run_1/placement.png
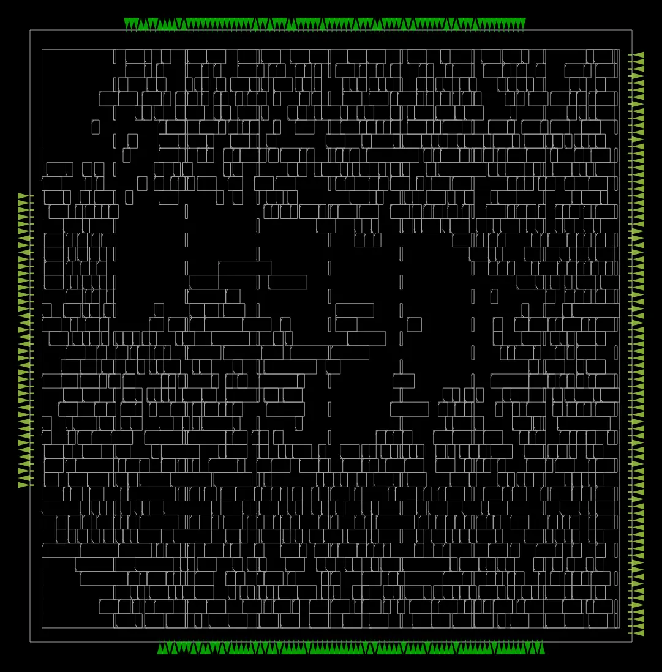
run_1/detail.png
Scale bar: 10 um. Region (46, 23) to (71, 48) um. Cells in gray, sequential cells in the stronger gray; small squares are vias.
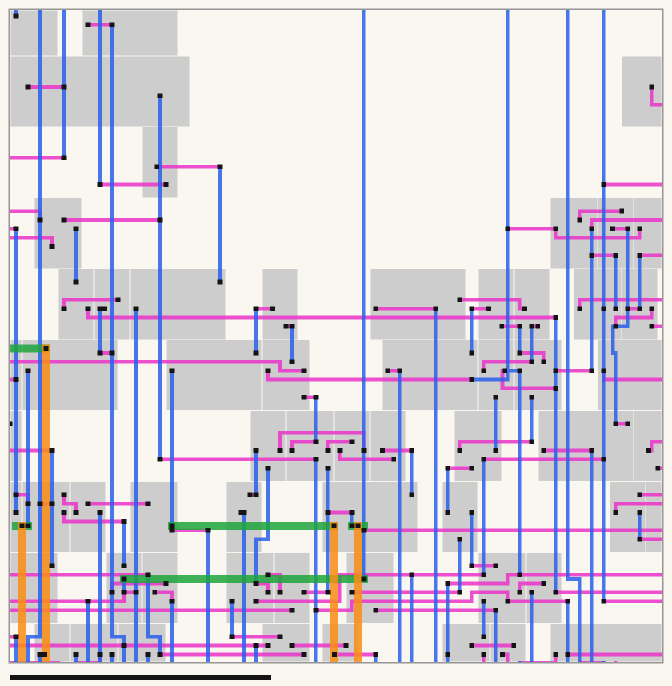
run_1/metal_density.png
23 x 24 tiles, from black (low) to pale yellow (high), scaled to the fullest tile. Values are wire area over tile area, all layers added.
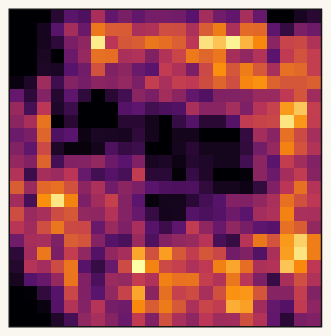
run_1/clk_routes.png
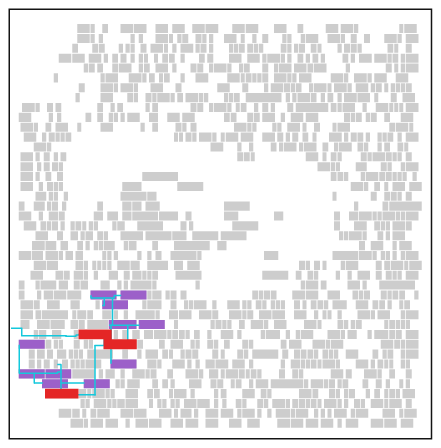
### src/rtl/snitch_icache_lookup_arbiter_pkg.sv
// Shared types for the icache lookup arbiter: flush FSM states and the
// derived response-ID width (request ID extended by the port index).
package snitch_icache_pkg;

  typedef enum logic [1:0] {
    IDLE  = 2'd0,
    DRAIN = 2'd1,
    FLUSH = 2'd2
  } flush_state_e;

  function automatic int unsigned out_id_width(int unsigned in_id_w, int unsigned nr_ports);
    return in_id_w + $clog2(nr_ports);
  endfunction

endpackage

### src/rtl/snitch_icache_lookup_arbiter_if.sv
// Arbiter <-> serial lookup link: request, response ID/handshake and flush.
interface snitch_icache_lookup_arbiter_if #(
  parameter int unsigned FETCH_AW     = 48,
  parameter int unsigned OUT_ID_WIDTH = 4
);
  logic [FETCH_AW-1:0]     lookup_addr;
  logic [OUT_ID_WIDTH-1:0] lookup_id;
  logic                    lookup_valid;
  logic                    lookup_ready;
  logic [OUT_ID_WIDTH-1:0] rsp_id;
  logic                    rsp_valid;
  logic                    rsp_ready;
  logic                    flush_valid;
  logic                    flush_ready;

  modport master (
    output lookup_addr, lookup_id, lookup_valid, rsp_ready, flush_valid,
    input  lookup_ready, rsp_id, rsp_valid, flush_ready
  );

  modport slave (
    input  lookup_addr, lookup_id, lookup_valid, rsp_ready, flush_valid,
    output lookup_ready, rsp_id, rsp_valid, flush_ready
  );
endinterface

### src/rtl/snitch_icache_lookup_arbiter_chk.sv
// Non-synthesis checks for the lookup arbiter.
module snitch_icache_lookup_arbiter_chk (
  input logic clk_i,
  input logic rst_i,
  input logic rsp_hs_i,
  input logic cnt_zero_i
);
  no_underflow: assert property (@(posedge clk_i) disable iff (rst_i) !(rsp_hs_i && cnt_zero_i))
    else $error("lookup response accepted with no lookup outstanding");
endmodule

### src/rtl/snitch_icache_lookup_arbiter_rr_arb_tree.sv
// Round-robin arbiter with grant lock: once req_o is raised it holds its
// index until gnt_i, so a stalled grant can never be stolen.
module rr_arb_tree #(
  parameter int unsigned NumIn     = 4,
  parameter int unsigned DataWidth = 32,
  parameter bit          LockIn    = 1'b1,
  parameter bit          ExtPrio   = 1'b0,
  parameter bit          AxiVldRdy = 1'b1
) (
  input  logic                              clk_i,
  input  logic                              rst_i,
  input  logic [NumIn-1:0]                  req_i,
  output logic [NumIn-1:0]                  gnt_o,
  input  logic [NumIn-1:0][DataWidth-1:0]   data_i,
  output logic                              req_o,
  input  logic                              gnt_i,
  output logic [DataWidth-1:0]              data_o,
  output logic [$clog2(NumIn)-1:0]          idx_o
);
  localparam int unsigned IdxW         = $clog2(NumIn);
  localparam bit          HoldGrant    = LockIn && AxiVldRdy;
  localparam bit          InternalPrio = !ExtPrio;

  logic [IdxW-1:0] rr_q, lock_idx_q, sel_idx;
  logic            lock_q;

  function automatic logic [IdxW-1:0] wrap_add(logic [IdxW-1:0] base, int unsigned off);
    return IdxW'((int'(base) + int'(off)) % int'(NumIn));
  endfunction

  // Scan downwards so the requester closest to the pointer is assigned last.
  always_comb begin
    sel_idx = rr_q;
    for (int unsigned i = NumIn; i > 0; i--) begin
      sel_idx = req_i[wrap_add(rr_q, i - 1)] ? wrap_add(rr_q, i - 1) : sel_idx;
    end
    if (lock_q) begin
      idx_o = lock_idx_q;
    end else begin
      idx_o = sel_idx;
    end
    req_o  = lock_q | (|req_i);
    data_o = data_i[idx_o];
    for (int unsigned i = 0; i < NumIn; i++) begin
      gnt_o[i] = gnt_i & req_o & (idx_o == IdxW'(i));
    end
  end

  always_ff @(posedge clk_i) begin
    if (rst_i) begin
      rr_q       <= IdxW'(0);
      lock_q     <= 1'b0;
      lock_idx_q <= IdxW'(0);
    end else begin
      lock_q     <= HoldGrant & req_o & ~gnt_i;
      lock_idx_q <= idx_o;
      if (InternalPrio && req_o && gnt_i) begin
        rr_q <= (idx_o == IdxW'(NumIn - 1)) ? IdxW'(0) : idx_o + IdxW'(1);
      end
    end
  end
endmodule

### src/rtl/snitch_icache_lookup_arbiter.sv
// Arbitrates per-port fetch lookups onto one serial lookup, routes responses
// back by the port field of the ID, and sequences drain-then-flush requests.
module snitch_icache_lookup_arbiter
  import snitch_icache_pkg::*;
#(
  parameter int unsigned NR_PORTS        = 4,
  parameter int unsigned FETCH_AW        = 48,
  parameter int unsigned IN_ID_WIDTH     = 2,
  parameter int unsigned MAX_OUTSTANDING = 4,
  localparam int unsigned PortW          = $clog2(NR_PORTS),
  localparam int unsigned OUT_ID_WIDTH   = out_id_width(IN_ID_WIDTH, NR_PORTS)
) (
  input  logic                                 clk_i,
  input  logic                                 rst_i,
  input  logic [NR_PORTS-1:0][FETCH_AW-1:0]    in_addr_i,
  input  logic [NR_PORTS-1:0][IN_ID_WIDTH-1:0] in_id_i,
  input  logic [NR_PORTS-1:0]                  in_valid_i,
  output logic [NR_PORTS-1:0]                  in_ready_o,
  output logic [NR_PORTS-1:0][IN_ID_WIDTH-1:0] out_id_o,
  output logic [NR_PORTS-1:0]                  out_valid_o,
  input  logic [NR_PORTS-1:0]                  out_ready_i,
  input  logic                                 flush_valid_i,
  output logic                                 flush_ready_o,
  snitch_icache_lookup_arbiter_if.master       lkp
);
  localparam int unsigned DataW = FETCH_AW + IN_ID_WIDTH;
  localparam int unsigned CntW  = $clog2(MAX_OUTSTANDING + 1);

  flush_state_e                       state_q;
  logic                               flush_valid_q;
  logic [CntW-1:0]                    cnt_q, cnt_d;
  logic [NR_PORTS-1:0][DataW-1:0]     arb_data;
  logic [DataW-1:0]                   arb_out;
  logic [PortW-1:0]                   arb_idx;
  logic [PortW-1:0]                   rsp_port;
  logic                               allow_new, lookup_hs, rsp_hs, rsp_ready;

  // A fresh grant needs an idle FSM, no flush arriving and a free slot.
  assign allow_new = (state_q == IDLE) & ~flush_valid_i & (cnt_q != CntW'(MAX_OUTSTANDING));

  always_comb begin
    for (int unsigned p = 0; p < NR_PORTS; p++) begin
      arb_data[p] = {in_addr_i[p], in_id_i[p]};
    end
  end

  rr_arb_tree #(
    .NumIn     (NR_PORTS),
    .DataWidth (DataW),
    .LockIn    (1'b1),
    .ExtPrio   (1'b0),
    .AxiVldRdy (1'b1)
  ) i_rr_arb (
    .clk_i  (clk_i),
    .rst_i  (rst_i),
    .req_i  (in_valid_i & {NR_PORTS{allow_new}}),
    .gnt_o  (in_ready_o),
    .data_i (arb_data),
    .req_o  (lkp.lookup_valid),
    .gnt_i  (lkp.lookup_ready),
    .data_o (arb_out),
    .idx_o  (arb_idx)
  );

  assign lkp.lookup_addr = arb_out[DataW-1 -: FETCH_AW];
  assign lkp.lookup_id   = {arb_idx, arb_out[IN_ID_WIDTH-1:0]};

  always_comb begin
    rsp_port    = lkp.rsp_id[OUT_ID_WIDTH-1 -: PortW];
    rsp_ready   = 1'b0;
    out_valid_o = '0;
    for (int unsigned p = 0; p < NR_PORTS; p++) begin
      out_id_o[p] = lkp.rsp_id[IN_ID_WIDTH-1:0];
      if (rsp_port == PortW'(p)) begin
        out_valid_o[p] = lkp.rsp_valid;
        rsp_ready      = out_ready_i[p];
      end else begin
        out_valid_o[p] = 1'b0;
      end
    end
  end

  assign lkp.rsp_ready = rsp_ready;
  assign lookup_hs     = lkp.lookup_valid & lkp.lookup_ready;
  assign rsp_hs        = lkp.rsp_valid & rsp_ready;

  always_comb begin
    case ({lookup_hs, rsp_hs})
      2'b10:   cnt_d = cnt_q + CntW'(1);
      2'b01:   cnt_d = cnt_q - CntW'(1);
      default: cnt_d = cnt_q;
    endcase
  end

  // Drain waits for both the in-flight count and any locked grant to clear.
  always_ff @(posedge clk_i) begin
    if (rst_i) begin
      state_q       <= IDLE;
      flush_valid_q <= 1'b0;
      cnt_q         <= CntW'(0);
    end else begin
      cnt_q <= cnt_d;
      case (state_q)
        IDLE: if (flush_valid_i) state_q <= DRAIN;
        DRAIN: begin
          if (cnt_q == CntW'(0) && !lkp.lookup_valid) begin
            state_q       <= FLUSH;
            flush_valid_q <= 1'b1;
          end
        end
        FLUSH: begin
          if (lkp.flush_ready) begin
            state_q       <= IDLE;
            flush_valid_q <= 1'b0;
          end
        end
        default: begin
          state_q       <= IDLE;
          flush_valid_q <= 1'b0;
        end
      endcase
    end
  end

  assign lkp.flush_valid = flush_valid_q;
  assign flush_ready_o   = (state_q == FLUSH) & lkp.flush_ready & ~rst_i;

`ifndef SYNTHESIS
  snitch_icache_lookup_arbiter_chk i_chk (
    .clk_i      (clk_i),
    .rst_i      (rst_i),
    .rsp_hs_i   (rsp_hs),
    .cnt_zero_i (cnt_q == CntW'(0))
  );
`endif
endmodule

### src/flat_wrapper.sv
// flat-port wrapper written by rule: the top's interface ports become plain ports
module snitch_icache_lookup_arbiter_flat import snitch_icache_pkg::*;
#(
  parameter int unsigned NR_PORTS        = 4,
  parameter int unsigned FETCH_AW        = 48,
  parameter int unsigned IN_ID_WIDTH     = 2,
  parameter int unsigned MAX_OUTSTANDING = 4,
  localparam int unsigned PortW          = $clog2(NR_PORTS),
  localparam int unsigned OUT_ID_WIDTH   = out_id_width(IN_ID_WIDTH, NR_PORTS)
)
  (clk_i, rst_i, in_addr_i, in_id_i, in_valid_i, in_ready_o, out_id_o, out_valid_o, out_ready_i, flush_valid_i, flush_ready_o, lkp_lookup_addr, lkp_lookup_id, lkp_lookup_valid, lkp_rsp_ready, lkp_flush_valid, lkp_lookup_ready, lkp_rsp_id, lkp_rsp_valid, lkp_flush_ready);
  snitch_icache_lookup_arbiter_if #(.FETCH_AW(FETCH_AW), .OUT_ID_WIDTH(4)) lkp_i ();
  input  logic clk_i;
  input  logic rst_i;
  input  logic [NR_PORTS-1:0][FETCH_AW-1:0] in_addr_i;
  input  logic [NR_PORTS-1:0][IN_ID_WIDTH-1:0] in_id_i;
  input  logic [NR_PORTS-1:0] in_valid_i;
  output logic [NR_PORTS-1:0] in_ready_o;
  output logic [NR_PORTS-1:0][IN_ID_WIDTH-1:0] out_id_o;
  output logic [NR_PORTS-1:0] out_valid_o;
  input  logic [NR_PORTS-1:0] out_ready_i;
  input  logic flush_valid_i;
  output logic flush_ready_o;
  output wire logic [$bits(lkp_i.lookup_addr)-1:0] lkp_lookup_addr;
  output wire logic [$bits(lkp_i.lookup_id)-1:0] lkp_lookup_id;
  output wire logic [$bits(lkp_i.lookup_valid)-1:0] lkp_lookup_valid;
  output wire logic [$bits(lkp_i.rsp_ready)-1:0] lkp_rsp_ready;
  output wire logic [$bits(lkp_i.flush_valid)-1:0] lkp_flush_valid;
  input wire logic [$bits(lkp_i.lookup_ready)-1:0] lkp_lookup_ready;
  input wire logic [$bits(lkp_i.rsp_id)-1:0] lkp_rsp_id;
  input wire logic [$bits(lkp_i.rsp_valid)-1:0] lkp_rsp_valid;
  input wire logic [$bits(lkp_i.flush_ready)-1:0] lkp_flush_ready;
  assign lkp_lookup_addr = lkp_i.lookup_addr;
  assign lkp_lookup_id = lkp_i.lookup_id;
  assign lkp_lookup_valid = lkp_i.lookup_valid;
  assign lkp_rsp_ready = lkp_i.rsp_ready;
  assign lkp_flush_valid = lkp_i.flush_valid;
  assign lkp_i.lookup_ready = lkp_lookup_ready;
  assign lkp_i.rsp_id = lkp_rsp_id;
  assign lkp_i.rsp_valid = lkp_rsp_valid;
  assign lkp_i.flush_ready = lkp_flush_ready;
  snitch_icache_lookup_arbiter #(.NR_PORTS(NR_PORTS), .FETCH_AW(FETCH_AW), .IN_ID_WIDTH(IN_ID_WIDTH), .MAX_OUTSTANDING(MAX_OUTSTANDING)) u_core (.clk_i(clk_i), .rst_i(rst_i), .in_addr_i(in_addr_i), .in_id_i(in_id_i), .in_valid_i(in_valid_i), .in_ready_o(in_ready_o), .out_id_o(out_id_o), .out_valid_o(out_valid_o), .out_ready_i(out_ready_i), .flush_valid_i(flush_valid_i), .flush_ready_o(flush_ready_o), .lkp(lkp_i));
endmodule
### config.mk
export PLATFORM = sky130hd
export DESIGN_NAME = snitch_icache_lookup_arbiter_flat
export DESIGN_NICKNAME = d
export VERILOG_FILES = /design/src/rtl/snitch_icache_lookup_arbiter_pkg.sv /design/src/rtl/snitch_icache_lookup_arbiter_if.sv /design/src/rtl/snitch_icache_lookup_arbiter_chk.sv /design/src/rtl/snitch_icache_lookup_arbiter_rr_arb_tree.sv /design/src/rtl/snitch_icache_lookup_arbiter.sv /design/src/flat_wrapper.sv
export SDC_FILE = /design/constraint.sdc
export NUM_CORES = 1
export LEC_CHECK = 0
export ABC_AREA = 1
export CORE_AREA = 2 2 114 116
export CTS_CLUSTER_DIAMETER = 150
export CTS_CLUSTER_SIZE = 28
export DETAILED_ROUTE_END_ITERATION = 16
export DIE_AREA = 0 0 116 118
export PLACE_DENSITY = 0.71
export SLEW_MARGIN = 40
export SYNTH_ARGS = -nofsm -noshare
export SYNTH_HDL_FRONTEND = slang
export SYNTH_SLANG_ARGS = --single-unit
### constraint.sdc
create_clock -name clk_i -period 3.4 [get_ports clk_i]
set_input_delay 0.68 -clock clk_i [delete_from_list [all_inputs] [get_ports clk_i]]
set_output_delay 0.68 -clock clk_i [all_outputs]
set_load 0.01 [all_outputs]
==> results.toml, run 1 <==
# generated from flow reports
[power_and_ir_drop]
power_per_cell_area_mw_per_mm2 = 782
power_report.internal_total_mw = 2.74
combinationalPower_mw = 4.99
pwr.group.clock_uw = 210
sequentialPower_uw = 192
total_power_after_layout_mw = 5.39
pwr-share-seq = 0.036

[critical_path]
startpoint_type = "input pin"
cp.depth = 16
reg2reg_slack_ns = 0.87
timing.critical_path.to = "lkp_lookup_addr[46]"
source_of_the_critical_timing_path = "in_valid_i[2]"
cell_by_cell_listing_of_the_critical_path = "dlygate4sd2_1 -> nand4_1 -> nand2_1 -> nand2_1 -> nand2_1 -> o21ai_2 -> nand2_1 -> nand2_2 -> nand3_4 -> buf_4 -> buf_4 -> buf_4 -> nand3_1 -> nand3_1 -> nand2_1 -> clkbuf_2"
timing.critical_path.mode_cell = "nand2_1"
worst-r2r-cell-count = 12
r2r_end = "u_core.cnt_q[2]"
worst_path_arrival_ns = 2.60
rr_startpoint = "u_core.state_q[1]"
path_delay_family = "simple AND/OR/NAND/NOR gates"

[logic_synthesis]
netlist-cell-type-count = 30
dominantRegCellSynth = "dfxtp_1"
synth_async_sr_flop_share = 0
synthXorXnorAreaFrac = 0.00469
yosys_warnings = 0
synth_simple_gate_area_share = 0.567
ys_seq_share = 0.0635
yosysTopAreaCellShare = 0.305
post_synth_main_area_contributors = "nand3_1 (30%), inv_1 (23%), nand2_1 (20%)"
synth-edff-count = 0
most_common_cell = "inv_1"
aoi_share = 0.0292
avgSynthCellArea_um2 = 4.71
postSynthCellCount = 736
syn_nets = 957

[cells_and_area]
n_antenna_cell = 0
seq_cell_count = 11
finalNonFillerCells = 1193
inv_count = 219
layout.nonclk_buf_frac = 0.481
layout_top_cells_excl_fill_tap = "clkdlybuf4s50_1 (218), inv_1 (215), nand3_1 (207)"
nNonClkBuffers = 333
postLayoutCellArea_mm2 = 0.00689
layout.filler_cells = 1295
syn2layout_area_growth_pct = 98.7
register_area_um2 = 221
largest_reg_flops = 3
clkbuf_count = 4
final_util = 0.555
logic_gates = 454
largest_class = "non-clock buffers"

[placement]
gp_congestion = 0.873
buffer_ports.inserted = 279

[clock_tree]
numCtsBuffers = 3
clock_sink_count = 11
post-cts-setup-buffers = 4
post_cts_resize_count = 89
cts.path.max_buffers = 2
tritoncts = "yes"
library_cell_used_as_clock_root_buffer = "clkbuf_16"
clkLatencyLatePin_ns = 0.23

[sta]
max_transition_viols_final = 0
grt_setup_unrepaired = "true"
holdWs_ns = 0.481
tightest_slew_ns = 0.408
finalSetupViolCount = 0
layout_setup_ws_ns = 0.119
final.setup_skew_ns = 0.000577
final_report_hold_violation_count = 0
timing.final.crit_period_ns = 3.28

[route]
routed.top_layer = "met4"
vias = 5256
postRouteAntennaNets = 0
wirelength_met1_um = 6400
first_iter_violations = 268
met2WireLength_um = 7830

[floorplanning]
die_w_um = 116
io-pin-count = 290
die_h_um = 118

[global_route]
grtUsageMet3 = 0.0299
antenna_found_initial = 0
grt_usage = 0.211
first_global_vias = 4872
grt_start_max_net_pins = 51
grtUsageMet2 = 0.403
overflow = 0

[status]
outcome = "finished clean"

[min_path]
hold_path_depth = 2
min_path_type = "flip-flop to flip-flop"
worst_hold_path.endpoint = "u_core.lkp.flush_valid"
-- placement.png (at the start) --
area of the core: 0.0124 mm2
flop share of the area: 0.0321
Tapcells: 172

-- detail.png (at the start) --
legend:
  metal 4:
    color: orange
  metal 3:
    color: green
  metal 1:
    color: magenta
  metal 2:
    color: blue
most frequent: nand3_1 (15), inv_1 (13), nand2_1 (11)
cells with their middle in the window: 54
sequential cells in the window: 0

-- metal_density.png (at the start) --
tiles over half the peak: 30%
fullest tile: 0.49
emptiest ninth of the die: middle

-- clk_routes.png (at the start) --
legend:
  clock wires:
    color: cyan
    length: 140 um
  flip-flops:
    color: purple
    count: 11
  clock drivers:
    color: red
    count: 3
flops lie: bottom left
routed clock nets: 4

run_1/logic_types.png
Scale bar: 20 um.
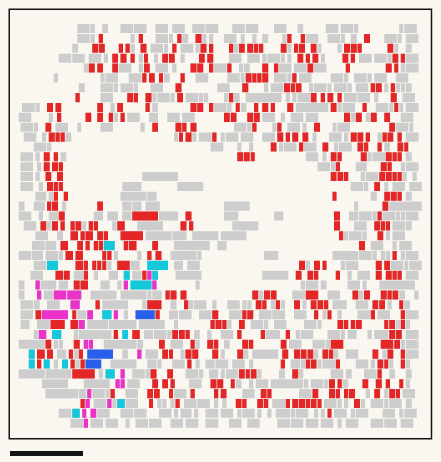

--- run 2 (diff from run 1) ---
Settings changed: SKIP_CTS_REPAIR_TIMING set to 1.
run_2/logic_types.png
Scale bar: 20 um.
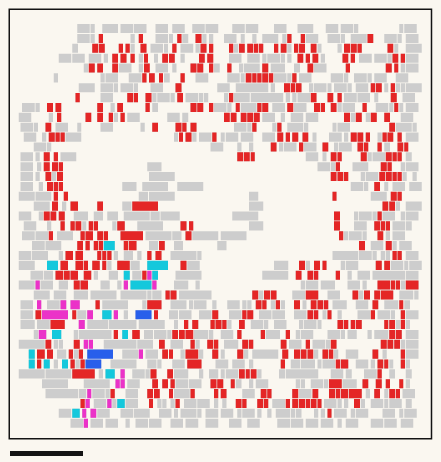
legend:
  NOR gates:
    color: magenta
    cells: 24
    most_used: nor2_1
    where: bottom left
  adder and majority cells:
    color: blue
    cells: 3
    most_used: ha_1
  inverting AOI/OAI gates:
    color: cyan
    cells: 16
    most_used: a21oi_1
    where: bottom left
  NAND gates:
    color: red
    cells: 407
    most_used: nand3_1
    where: widely spread
final non-filler cell total: 1196
multi-input gate share of total cell area: 0.316
most frequently placed logic cell in the final layout: clkdlybuf4s50_1

run_2/detail.png
Scale bar: 10 um. Region (46, 23) to (71, 48) um. Cells in gray, sequential cells in the stronger gray; small squares are vias.
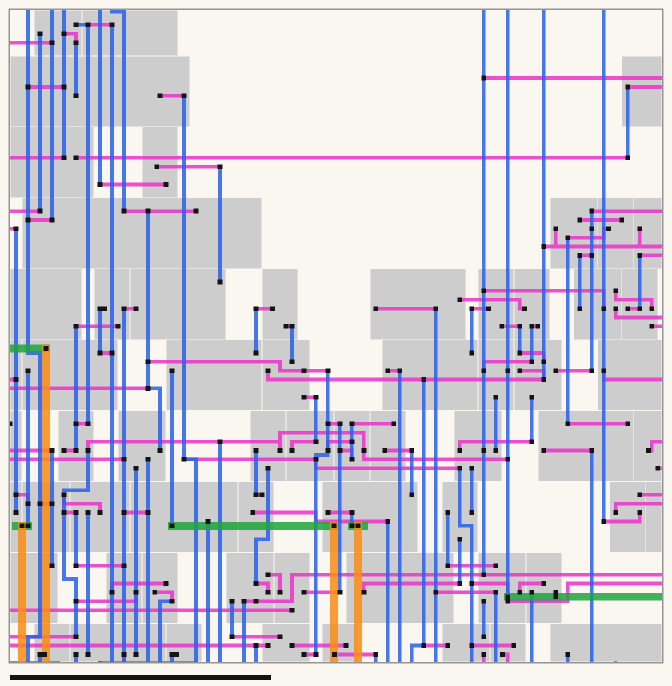
legend:
  metal 2:
    color: blue
  metal 1:
    color: magenta
  metal 4:
    color: orange
  metal 3:
    color: green
sequential cells in the window: 0
cells with their middle in the window: 57
most frequent: inv_1 (14), nand3_1 (14)

==> run 2 against run 1 <==
Setup slack lost 0.12 ns. Largest power group unchanged. Largest cell class unchanged. Flip-flop count is the same. Clock skew is essentially flat. Utilization grew 2.1 points. Die area is the same. Hold slack lost 0.00066 ns. Final area grew 3.8%.
==> results.toml, run 2 <==
# generated from flow reports
[status]
outcome = "finished clean"

[sta]
finalSetupViolCount = 0
final.setup_skew_ns = 0.000332
tightest_slew_ns = 0.415
timing.final.crit_period_ns = 3.40
layout_setup_ws_ns = 0.00144
grt_setup_unrepaired = "true"
final_report_hold_violation_count = 0
max_transition_viols_final = 0

[route]
wirelength_met1_um = 6480
postRouteAntennaNets = 0

[cells_and_area]
inv_count = 219
n_antenna_cell = 0
postLayoutCellArea_mm2 = 0.00715
layout.filler_cells = 1262
layout_top_cells_excl_fill_tap = "clkdlybuf4s50_1 (219), inv_1 (216), nand3_1 (203)"
final_util = 0.576
largest_reg_flops = 3
seq-cell-share = 0.0310

[min_path]
worst_hold_path.endpoint = "u_core.lkp.flush_valid"

[clock_tree]
cts.path.max_buffers = 2
clkLatencyLatePin_ns = 0.23

[critical_path]
startpoint_type = "input pin"
worst-r2r-cell-count = 13
rr_startpoint = "u_core.state_q[1]"
r2r_end = "u_core.cnt_q[2]"
worst_path_arrival_ns = 2.72

[logic_synthesis]
most_common_cell = "inv_1"
netlist-cell-type-count = 30
avgSynthCellArea_um2 = 4.71
dominantRegCellSynth = "dfxtp_1"
yosys_warnings = 0
syn_nets = 957
yosysTopAreaCellShare = 0.305
postSynthCellCount = 736
synth_simple_gate_area_share = 0.567

[power_and_ir_drop]
power_report.internal_total_mw = 3.00
sequentialPower_uw = 192
total_power_after_layout_mw = 5.71

[global_route]
overflow = 0
grtUsageMet3 = 0.0304
first_global_vias = 4768

[placement]
buffer_ports.inserted = 279

[floorplanning]
io-pin-count = 290
coreArea_mm2 = 0.0124
Power is estimated from default activity; no workload was simulated.
